==> run_1/ff_map.png <==
Drawn at 3 px/µm. Other sequential cells in the stronger gray, the rest of the logic in the fainter gray.
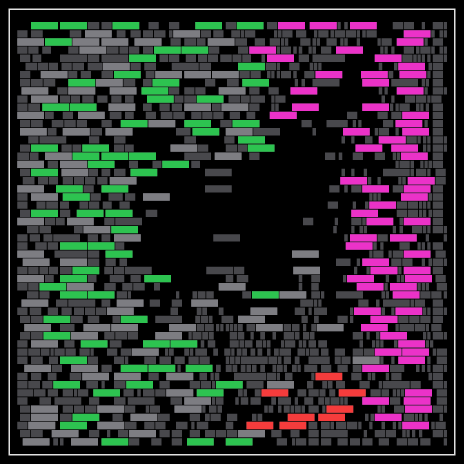
==> run_1/layers.png <==
Drawn at 3 px/µm. Two of the layers only.
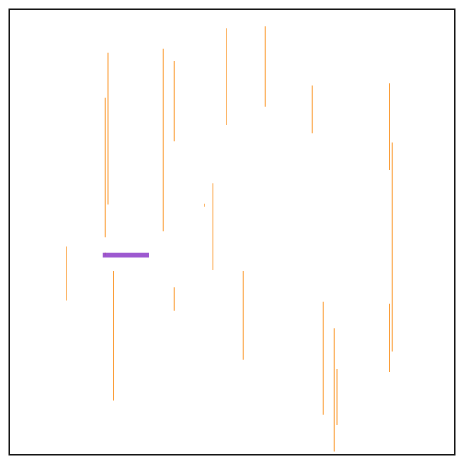
==> run_1/m1.png <==
Drawn at 4 px/µm. Supply wires on this layer in gray.
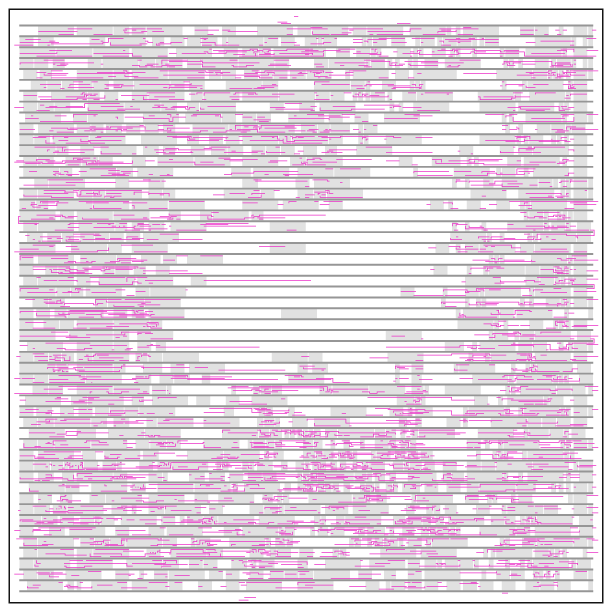
==> run_1/congestion_map.png <==
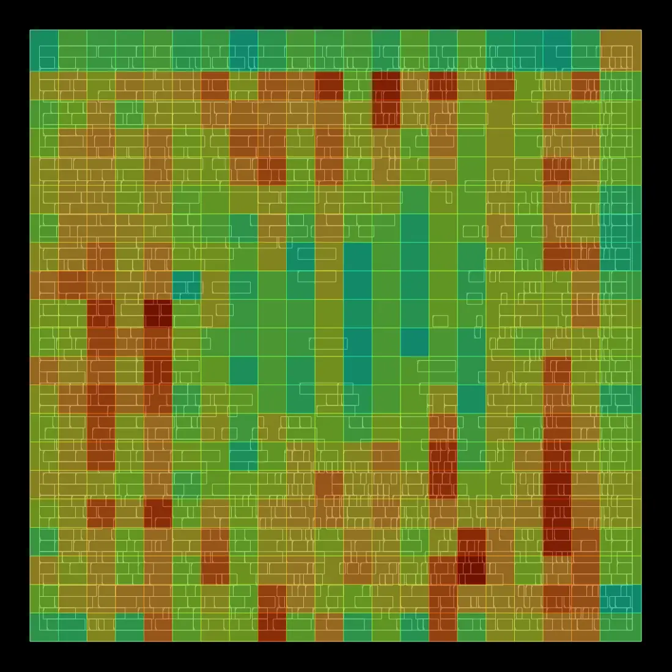
`config.mk`:
```
export PLATFORM = sky130hd
export DESIGN_NAME = txn_sequencer
export DESIGN_NICKNAME = d
export VERILOG_FILES = /design/src/rtl/txn_sequencer.sv
export SDC_FILE = /design/constraint.sdc
export NUM_CORES = 1
export LEC_CHECK = 0
export CORE_MARGIN = 2
export CORE_UTILIZATION = 45
export CTS_CLUSTER_SIZE = 30
export DETAILED_ROUTE_END_ITERATION = 6
export GPL_TIMING_DRIVEN = 1
export PLACE_DENSITY = 0.81
export SYNTH_ARGS = -nofsm -noshare
export SYNTH_HDL_FRONTEND = slang
export SYNTH_SLANG_ARGS = --single-unit
```
`constraint.sdc`:
```
create_clock -name clk -period 3.7 [get_ports clk]
set_input_delay 0.37 -clock clk [delete_from_list [all_inputs] [get_ports clk]]
set_output_delay 0.37 -clock clk [all_outputs]
set_load 0.01 [all_outputs]
```
`src/rtl/txn_sequencer.sv`:
```
// txn_sequencer
//   Host-side transaction sequencer. Captures a request (IN or OUT, device
//   address, endpoint, OUT payload), launches token / data / handshake
//   packets to the datapath encoder, waits for the device response with a
//   255-cycle timeout and retries up to 8 attempts per transaction.
//
// Ports
//   clk, rst_b         rising-edge clock, asynchronous active-low reset
//   start              one-cycle request, honoured only in IDLE
//   is_read            1 = IN transaction, 0 = OUT transaction
//   addr, endp         device address (7b) and endpoint (4b)
//   data_in            OUT payload (64b)
//   data_out           last good IN payload (64b)
//   done, success      one-cycle completion pulse and its result
//   pkt_in             packet presented to the encoder (99b)
//   pkt_in_avail       one-cycle launch strobe
//   encoder_ready      encoder can accept a launch
//   nrzi_avail         transmit line busy
//   pkt_out            received packet (99b), qualified by pkt_out_avail
//   data_good          CRC of received packet is good
//   decoder_ready      decoder idle (informational, not needed here)
//   re                 receive enable, high while waiting for a response
module txn_sequencer (
  input  logic        clk,
  input  logic        rst_b,
  input  logic        start,
  input  logic        is_read,
  input  logic [6:0]  addr,
  input  logic [3:0]  endp,
  input  logic [63:0] data_in,
  output logic [63:0] data_out,
  output logic        done,
  output logic        success,
  output logic [98:0] pkt_in,
  output logic        pkt_in_avail,
  input  logic        encoder_ready,
  input  logic        nrzi_avail,
  input  logic [98:0] pkt_out,
  input  logic        pkt_out_avail,
  input  logic        data_good,
  input  logic        decoder_ready,
  output logic        re
);

  localparam logic [7:0] PID_OUT   = 8'hE1;
  localparam logic [7:0] PID_IN    = 8'h69;
  localparam logic [7:0] PID_DATA0 = 8'hC3;
  localparam logic [7:0] PID_ACK   = 8'hD2;

  localparam logic [3:0] MAX_ATTEMPTS = 4'd8;
  localparam logic [7:0] TMO_LAST     = 8'hFF;

  typedef enum logic [2:0] {
    IDLE,
    TOKEN,
    DATA_TX,
    WAIT_HS,
    WAIT_DATA,
    SEND_ACK,
    FINISH
  } state_t;

  state_t      state;
  logic        cap_read;
  logic [6:0]  cap_addr;
  logic [3:0]  cap_endp;
  logic [63:0] cap_payload;
  logic        launched;    // a packet is on its way out, waiting for completion
  logic        seen_busy;   // line has gone busy since the launch
  logic [7:0]  tmo_cnt;
  logic [3:0]  attempt;

  function automatic logic [98:0] token_pkt(input logic [7:0] pid,
                                            input logic [6:0] a,
                                            input logic [3:0] e);
    return {80'd0, e, a, pid};
  endfunction

  function automatic logic [98:0] data_pkt(input logic [7:0]  pid,
                                           input logic [63:0] payload);
    return {27'd0, payload, pid};
  endfunction

  function automatic logic [98:0] hs_pkt(input logic [7:0] pid);
    return {91'd0, pid};
  endfunction

  logic        launch_state;
  logic        can_launch;
  logic        tx_done;
  logic        in_wait;
  logic        pkt_accept;
  logic        wait_fail;
  logic        wait_ok;
  logic [98:0] next_pkt;

  always_comb begin
    next_pkt     = '0;
    launch_state = 1'b0;
    case (state)
      TOKEN: begin
        launch_state = 1'b1;
        next_pkt     = token_pkt(cap_read ? PID_IN : PID_OUT, cap_addr, cap_endp);
      end
      DATA_TX: begin
        launch_state = 1'b1;
        next_pkt     = data_pkt(PID_DATA0, cap_payload);
      end
      SEND_ACK: begin
        launch_state = 1'b1;
        next_pkt     = hs_pkt(PID_ACK);
      end
      default: ;
    endcase

    can_launch = !launched && encoder_ready && !nrzi_avail;
    // Completion is the busy-to-idle transition of the line after launch.
    tx_done    = launched && seen_busy && !nrzi_avail;

    in_wait    = (state == WAIT_HS) || (state == WAIT_DATA);
    // NAK and any unexpected PID simply fail to match here.
    pkt_accept = (state == WAIT_HS) ? (pkt_out[7:0] == PID_ACK)
                                    : (data_good && (pkt_out[7:0] == PID_DATA0));
    wait_ok    = in_wait && pkt_out_avail && pkt_accept;
    // A packet arriving on the last timeout cycle wins over the timeout.
    wait_fail  = in_wait && ((pkt_out_avail && !pkt_accept) ||
                             (!pkt_out_avail && (tmo_cnt == TMO_LAST)));
  end

  always_ff @(posedge clk or negedge rst_b) begin
    if (!rst_b) begin
      state        <= IDLE;
      done         <= 1'b0;
      success      <= 1'b0;
      pkt_in_avail <= 1'b0;
      re           <= 1'b0;
      pkt_in       <= '0;
      data_out     <= '0;
      tmo_cnt      <= '0;
      attempt      <= '0;
      launched     <= 1'b0;
      seen_busy    <= 1'b0;
      cap_read     <= 1'b0;
      cap_addr     <= '0;
      cap_endp     <= '0;
      cap_payload  <= '0;
    end else begin
      pkt_in_avail <= 1'b0;
      done         <= 1'b0;

      if (launch_state) begin
        if (can_launch) begin
          pkt_in       <= next_pkt;
          pkt_in_avail <= 1'b1;
          launched     <= 1'b1;
          seen_busy    <= 1'b0;
        end else if (launched && nrzi_avail) begin
          seen_busy <= 1'b1;
        end
      end

      case (state)
        IDLE: begin
          success <= 1'b0;
          if (start) begin
            cap_read    <= is_read;
            cap_addr    <= addr;
            cap_endp    <= endp;
            cap_payload <= data_in;
            attempt     <= 4'd1;
            launched    <= 1'b0;
            seen_busy   <= 1'b0;
            state       <= TOKEN;
          end
        end

        TOKEN: begin
          if (tx_done) begin
            launched <= 1'b0;
            if (cap_read) begin
              state   <= WAIT_DATA;
              re      <= 1'b1;
              tmo_cnt <= '0;
            end else begin
              state <= DATA_TX;
            end
          end
        end

        DATA_TX: begin
          if (tx_done) begin
            launched <= 1'b0;
            state    <= WAIT_HS;
            re       <= 1'b1;
            tmo_cnt  <= '0;
          end
        end

        WAIT_HS, WAIT_DATA: begin
          if (wait_fail) begin
            re <= 1'b0;
            if (attempt == MAX_ATTEMPTS) begin
              state   <= FINISH;
              done    <= 1'b1;
              success <= 1'b0;
            end else begin
              attempt <= attempt + 4'd1;
              state   <= TOKEN;
            end
          end else if (wait_ok) begin
            re <= 1'b0;
            if (state == WAIT_HS) begin
              state   <= FINISH;
              done    <= 1'b1;
              success <= 1'b1;
            end else begin
              data_out <= pkt_out[71:8];
              state    <= SEND_ACK;
            end
          end else begin
            tmo_cnt <= tmo_cnt + 8'd1;
          end
        end

        SEND_ACK: begin
          if (tx_done) begin
            launched <= 1'b0;
            state    <= FINISH;
            done     <= 1'b1;
            success  <= 1'b1;
          end
        end

        FINISH: begin
          success <= 1'b0;
          state   <= IDLE;
        end

        default: state <= IDLE;
      endcase
    end
  end

  // Inputs carried by the interface but not needed by the sequencer.
  logic unused_inputs;
  assign unused_inputs = ^{decoder_ready, pkt_out[98:72]};

endmodule

```
==> run summary, run 1 <==
Numbers from the implementation run.

The run finished with clean final reports. The depth of the worst register-to-register path is 6. Sorting the synthesized cells by area gives the leading types as dfrtp_1 (62%), mux2_2 (9.2%), nand2_1 (8.6%), a22o_1 (5.1%), buf_4 (2.3%).

Counting the fill cells in the layout gives 1476. Sequential cells were found to cover 62.2% of the synthesized design area. Net switching is 29.3% of the power.

The largest net degree at the start of global routing is 121. The register with the most flip-flops in the layout has 71 of them. The vias per cell is 5.12. The slew at the pin closest to its max-slew limit is 0.885 ns. The total global-route track usage is 22.5%. The detail route stage leaves a number of antenna-violating nets equal to 0. The leading power group is registers. At the worst endpoint, the required time is 4.09 ns. The pre-antenna-repair detailed-routing pass consisted of 7 iterations.

The gate-level netlist out of Yosys references 49 unique cell types. The clock share of power is 27.4%. The async set-reset flop share out of synthesis is 100%. The number of slew-limit violations in the final report is 0. The number of synthesized flops with an enable pin is 0. The number of CTS-inserted buffers is 24. RePlAce ended its routability-driven mode at a weighted congestion of 0.793.

The final report gives the standard cell area, fillers excluded, as 13300 µm². The chip area is 21900 µm². The tree is rooted in a clkbuf_16.

The routed wire length per instance is 17.9 µm. In this run, the synthesized area fraction spent on xor and xnor cells is recorded as 0.657%. Once synthesis finished, the tally of register bits stood at 232. Per the run report, area growth between synthesis and finish was 42.9%.

The clock reaches the later pin of the worst-skew pair after 0.51 ns. The number of placed I/O pins is 350. Ranking logic cells in the layout by count gives the top entries clkdlybuf4s50_1 (292), dfrtp_1 (232), nand2_1 (214).

The post-placement cell area is 12500 µm². The largest combinational cell category by area is simple AND/OR/NAND/NOR gates. The power in the clock group is 0.00258 W. The count of warnings emitted by yosys is 0.

The maximum clock insertion buffer count is 3. The arrival time of the worst setup path is 3.14 ns. The commonest register cell after synthesis is dfrtp_1. The sequential cells in the finished layout cover a total of 5810 µm².

Warnings raised by the tools during the run amount to 57. Post-CTS timing repair inserted 0 buffers for setup. In this run the power density over the cells is 706 nW/µm².

The setup slack on the worst flop-to-flop path is 0.95 ns. The worst min-delay path class is in2reg. In this run, the synthesized area fraction spent on and/or/nand/nor cells is recorded as 12.2%. After global routing the overflow that remains totals 0. The area figure in the yosys stat output is 9330 µm². STA classifies the critical path startpoint as a flop. The register clock-pin slew on the reported worst setup and hold paths is 0.06 ns. The fraction of power consumed by sequential logic is 42.3%. The number of cells produced by synthesis is 806. The violation tally recorded at the end of detailed-routing iteration 0 is 272. The number of clock sinks is 232. The cell depth of the worst min-delay path is 3. Port buffering added 293 buffers. Per the finish-stage timing summary, setup violations number 0. The most numerous logic cell after layout is clkdlybuf4s50_1. The post-synthesis average cell area is 11.6 µm².

In the final layout, the registers with the most flip-flops are pkt_in x71, cap_payload x64, data_out x64. The layout net count is 1280. The total area of multi-input combinational cells is 3200 µm². The worst path in the final design needs a cycle of 2.75 ns, including I/O delays and setup. The flow reports an fmax of 0.364 GHz. The first global-routing pass estimated 39400 µm of wire.

The area share of fa/ha/maj cells after synthesis is 0.402%. The worst setup path is of the reg2reg kind. The cell area after synthesis is 9330 µm². The core footprint is 20300 µm². The biggest area contributor in the post-synthesis netlist is dfrtp_1. The post-route netlist has 12.6% of its cells at a drive strength greater than 1. The effective utilization at floorplan is 46.0%. Yosys reports that the leading cell type by area covers 62.2% of the netlist area. In the final run the clock tree shows a worst skew of 0.00805 ns.

The share of total power dissipated in combinational logic is 30.3%. The endpoint of the worst hold path is reported as data_out[52]. Max-cap violations in this run came to 0. The static power due to leakage is 6.16 nW. The end of the worst register-to-register path is data_out[13]. The level count of the clock H-tree is 1.

For the worst min-delay path, the startpoint reported by OpenROAD is pkt_out[60]. The die is 148 µm tall. In the placement report, post-DP HPWL is listed as 17000 µm.

The aoi/oai-family share of the synthesized area is 10.1%. The number of antenna violations at the first check in global routing is 2. The origin of the critical flop-to-flop path is state[2].

The relative slew slack is 41.0%. The number of rows created at floorplan is 52.
About ff_map.png:
Key: magenta = `data_out` [sequential cells 64, where a column on the right]; red = `tmo_cnt` [sequential cells 8]; green = `pkt_in` [sequential cells 71]
Another 89 sequential cells are not colored.
share of the core filled with cells: 65.7%
P_seq: 0.00399 W
fraction of standard cell area that is sequential: 43.5%

About layers.png:
Key: purple = M5 [wire length 13.8 µm]; orange = M4 [wire length 602 µm]

About m1.png:
1078 nets have wire on it. The wires run mostly horizontal. The longest straight run is 26.7 µm. The layer holds 37% of the routed length. The layer carries 9200 µm of wire.
met1 Usage GRT: 26.1%
count of vias placed by the detailed router: 7073
Total Wirelength: 24700 µm

About congestion_map.png:
met3 usage: 8.18%
global-route met2 utilization: 39.2%

==> run 1: metrics by stage <==
step           power [W]  utilization [%]  cells  hold WS, ns  setup WS [ns]
4_1_cts          0.00952             65.7   1380        0.372          0.966
6_report         0.00942             65.7   1381        0.391          0.950
3_5_place_dp     0.00685             61.4   1337        0.456          0.915
2_1_floorplan    0.00546                -    833       0.0744           1.73
5_1_grt          0.00995             65.7   1381        0.383          0.728
3_3_place_gp     0.00673             61.4   1337        0.450          0.968
==> run 1: synth_stat cells, drive strengths merged (4+ instances only) <==
library cell,count
dfrtp,232
nand2,215
mux2,77
a22o,54
buf,45
clkbuf,25
nor2,23
inv,18
o21ai,17
a21oi,13
a222oi,11
nor3,8
xor2,6
and3,4
nand3,4
o31ai,4
==> run 1: critical path: stages (launching register included) <==
cell,delay (ns)
dfrtp_1,0.79
and3b_2,0.31
mux2i_1,0.20
or4_2,0.71
buf_4,0.35
nand2_1,0.16
nand2_1,0.06
==> run 1: area by class of cell <==
type	count	area share [%]
flip-flops and latches	232	43.5
multi-input cells	513	24.0
repair buffers	305	22.9
clock buffers	36	5.68
well taps	270	2.53
clock inverters	6	0.788
inverters	18	0.507
diodes	1	0.0188
==> run 1: worst max path at each step <==
stage,start,end,cells after the start
after floorplan,state[1],data_out[0],7
after global placement,encoder_ready,pkt_in[47],5
after detailed placement,nrzi_avail,pkt_in[66],5
after CTS,state[2],data_out[7],6
after global routing,state[2],pkt_in[66],6
final,state[2],data_out[13],6
==> run 1: metal layers <==
layer | vias up | wire (µm)
met4 | 2 | 601
met3 | 45 | 2540
li1 | 3282 | -
met5 | - | 13
met2 | 279 | 12400
met1 | 3465 | 9200
==> run 1: timing repair <==
item,CTS,global route
endpoints found under the hold margin,37,0
gates resized,0,0
hold buffers,1,0
setup endpoints to repair,0,0
## Run 2: what changed since run 1
Settings changed: CORE_UTILIZATION 45 to 40, PLACE_DENSITY 0.81 to 0.76.
Clock period 3.7 ns to 2.2 ns, I/O delays scaled along.
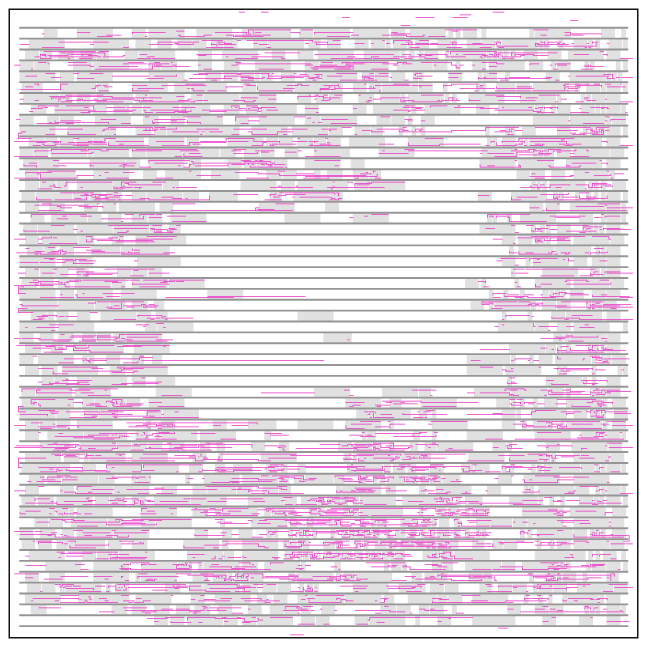
(run_2/m1.png)
Drawn at 4 px/µm. Supply wires on this layer in gray.
The wires run mostly horizontal. The layer holds 39% of the routed length. The longest straight run is 45.5 µm.

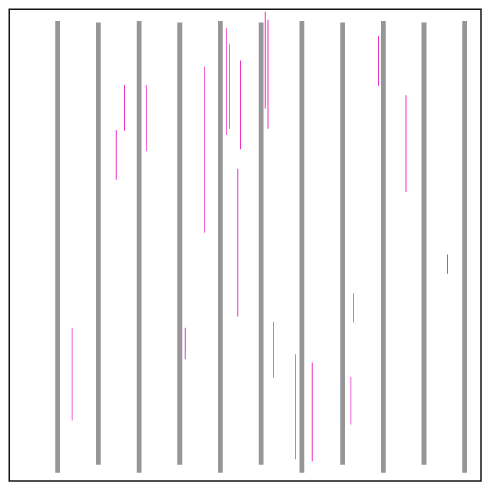
(run_2/m4.png)
Drawn at 3 px/µm. Supply wires on this layer in gray.
The longest straight run is 55.1 µm. 12 nets have wire on it. The wires run mostly vertical. The layer carries 524 µm of wire.

==> run summary, run 2 <==
Numbers from the implementation run.

The number of unique standard cell types used by synthesis is 49 (unchanged). The min-delay analysis places its worst path in the category in2reg. The final hold violation count recorded for this run is 0. The setup slack on the worst flop-to-flop path is 0.13 ns (-0.82 ns). The synth_stat.txt file lists the number of cells as 806. The most used flip-flop cell after synthesis is dfrtp_1. The relative slew slack is 59.8% (+19 points). The number of cells produced by synthesis was 806 (unchanged). The critical path in this run is classified as reg2reg. The power density normalized to cell area was 1170 nW/µm² (+66%).

The number of placed I/O pins came to 350 (unchanged). The endpoint identified for the worst register-to-register timing path is state[2]. The fraction of layout instances using a drive strength above 1 is 14.6% (+2.0 points). The fraction of met1 tracks used by global routing is 22.9% (-3.3 points). The leftover overflow at the end of global routing is 0 (unchanged). The maximum clock insertion buffer count came to 3 (unchanged). The arrival time of the worst setup path came to 2.43 ns (-0.71 ns). The most numerous logic cell after layout is clkdlybuf4s50_1. The library cells used most frequently in the layout, excluding fill and tap cells, are clkdlybuf4s50_1 (292), dfrtp_1 (232), nand2_1 (214). The layout net count came to 1307 (+2.1%). The met2 track demand over resource is 33.7% (-5.5 points). The fraction of power consumed by sequential logic came to 40.5% (-1.8 points). The final worst clock skew was 0.00907 ns (+0.00101 ns).

The launch point of the critical path is tmo_cnt[0]. The number of routed nets with antenna violations is 0 (unchanged). The required time of the critical path is 2.57 ns (-1.52 ns). The post-synthesis average cell area was 11.6 µm² (unchanged).

The largest driver fanout on the critical path is 7. The cell area after synthesis was 9330 µm² (unchanged). The endpoint of the worst setup timing path is state[2]. The commonest cells after synthesis are dfrtp_1 (232), nand2_1 (215), mux2_2 (76), a22o_1 (54), buf_4 (29).

For this run the top cell type by instance count after synthesis was dfrtp_1. The clock share of power came to 27.0% (-0.4 points). The power in the clock group came to 0.00435 W (+69%). The y dimension of the die is 157 µm (+5.9%). The post-CTS setup buffer count is 0 (unchanged). The number of rows created at floorplan came to 55 (+5.8%). The depth of the worst register-to-register path is 8 (+2).

The switching power as a share of total power came to 29.0% (-0.33 points). The count of warnings emitted by yosys is 0 (unchanged). The sequential share of the synthesized area is 62.2% (unchanged). The tally of filler cells in the layout is 1862 (+26%). The initial detailed-routing violation count is 347 (+28%). The origin of the critical flop-to-flop path is tmo_cnt[0].

The slew at the pin closest to its max-slew limit was 0.603 ns (-0.282 ns). The number of input and output port buffers inserted is 293 (unchanged). The largest share of the power goes to registers. The number of iterations in the first detailed-routing pass came to 5 (-2). The number of clock sinks is 232 (unchanged). The power in sequential cells was 0.00653 W (+64%). The flip-flop count of the largest register, all copies and words added is 71 (unchanged). The area figure in the yosys stat output is 9330 µm² (unchanged). The sum of met2 wire segment lengths after detailed routing was 11900 µm (-4.2%).

The async set-reset flop share out of synthesis came to 100% (unchanged). The biggest area contributor in the post-synthesis netlist is dfrtp_1. The start point of the worst min-delay path is pkt_out[29].

The final-report setup violation count was 0 (unchanged). The met3 global-route usage is 7.56% (-0.62 points). The post-placement cell area came to 12800 µm² (+2.9%).

The combinational fraction of design power is 32.5% (+2.2 points). The static power due to leakage is 6.33 nW (+2.8%). The area added between synthesis and finish is 47.2%.

The post-detailed-routing wire length came to 24600 µm (-0.69%). The register clock-pin slew on the reported worst setup and hold paths was 0.06 ns (about the same). The number of synthesized flops with an enable pin came to 0 (unchanged). The share of the clock period used by the worst path is 94.0%. The global-route wire length before repair is 38400 µm (-2.4%). The worst setup slack after placement came to -0.203 ns (-1.12 ns). The number of antenna violations at the first check in global routing is 0 (-2).

The number of violations of the max-capacitance limit is 0 (unchanged). In the final layout, the registers with the most flip-flops are pkt_in x71, cap_payload x64, data_out x64. The core footprint is 22800 µm² (+12%). The number of global-route vias before repair is 7416. The routed wire length per instance is 16.9 µm (-5.4%).

The met1 wire length came to 9590 µm (+4.2%). The number of warning messages in the logs was 55 (-3.5%). The combinational power reported by the tool is 0.00524 W. The final weighted congestion in routability-driven placement is 0.884 (+11%). The cell area after layout is 13700 µm² (+3.1%). The area share of the leading cell type in the synthesized netlist is 62.2% (unchanged). The level count of the clock H-tree came to 1 (unchanged). The effective utilization at floorplan is 41.0% (-5.0 points).

The number of slew-limit violations in the final report was 0 (unchanged). The highest layer touched by signal routing is met4. The switching power of the nets is 0.00467 W. The detailed-route via count is 7132 (+0.83%).

The chip area is 24600 µm² (+12%). The total global-route track usage is 19.6% (-2.9 points). STA classifies the critical path startpoint as a flop. The routed layout reports a DRC error count of 0.

The overall die width is 157 µm. In the post-synthesis netlist, the biggest area contributors are dfrtp_1 (62%), mux2_2 (9.2%), nand2_1 (8.6%), a22o_1 (5.1%), buf_4 (2.3%). The largest net degree at the start of global routing is 77 (-36%).

The fmax is 0.484 GHz (+33%). The total inserted antenna cells was 0 (-1). The internal power of the cells totals 0.0114 W. The CTS tree is done. The vias per cell was 4.92 (-4.0%). The number of CTS-inserted buffers is 25 (+4.2%).

The clock network latency to the later pin of the worst-skew pair is 0.51 ns (about the same). The post-synthesis sequential element count came to 232 (unchanged). The detailed route wirelength on metal3 is 2600 µm (+2.1%).

The capturing element type of the critical path is a flop. The minimum period implied by the final worst setup slack came to 2.07 ns (-0.683 ns). The flow ran to the end, and the final reports show no timing, DRC or antenna violations. The setup slack after layout was 0.133 ns (-0.817 ns). The cell at the root of the clock tree is clkbuf_16. The half-perimeter wire length after placement was 17200 µm (+1.1%).
run 2: worst min-delay path by stage:
stage | slack [ns] | cells past startpoint | end
floorplan | -0.08 | 0 | attempt[0]
finish | 0.23 | 3 | data_out[21]
global route | 0.23 | 3 | data_out[21]
detailed placement | 0.24 | 1 | cap_payload[16]
global placement | 0.24 | 1 | cap_payload[16]
CTS | 0.21 | 3 | data_out[21]
run 2: layout make-up:
class	count	area [µm²]	share of cell area (%)
Sequential cell	232	5810	42.2
Timing Repair Buffer	331	3390	24.7
Multi-Input combinational cell	513	3230	23.5
Clock buffer	35	713	5.19
Tap cell	313	392	2.85
Clock inverter	8	140	1.02
Inverter	18	67.6	0.492
run 2: kinds of logic after synthesis:
kind of cell,count (synthesis),share of synthesized area (%)
other cells,1,0.0402
simple gates,276,12.2
mux,79,9.50
buf+inv,88,4.89
compound gates,120,10.1
fa+ha+maj,3,0.402
xor+xnor,7,0.657
flops,232,62.2
run 2: repair_timing:
action	4_1_cts	5_1_grt
endpoints found under the setup margin	0	9
endpoints found under the hold margin	72	0
resized	0	4
hold buffers	1	0
run 2: worst max-delay path, stage by stage (launching register included):
cell      delay, ns
dfrtp_1        0.39
ha_1           0.17
and2_1         0.20
a41o_4         0.30
o31a_1         0.19
nand2_1        0.09
buf_4          0.16
a211oi_1       0.34
a221oi_1       0.09
run 2: metrics by stage:
stage,TNS [ns],util [%],std cells,hold slack [ns],power [W]
finish,0,60.3,1450,0.234,0.0161
global route,0,60.3,1450,0.226,0.0170
CTS,0,60.1,1449,0.209,0.0162
detailed placement,-11.12,56.3,1405,0.244,0.0118
global placement,-10.16,56.3,1405,0.241,0.0116
floorplan,0,-,833,-0.0756,0.00919
No activity file was given, so power comes from the tool's default toggle rates.
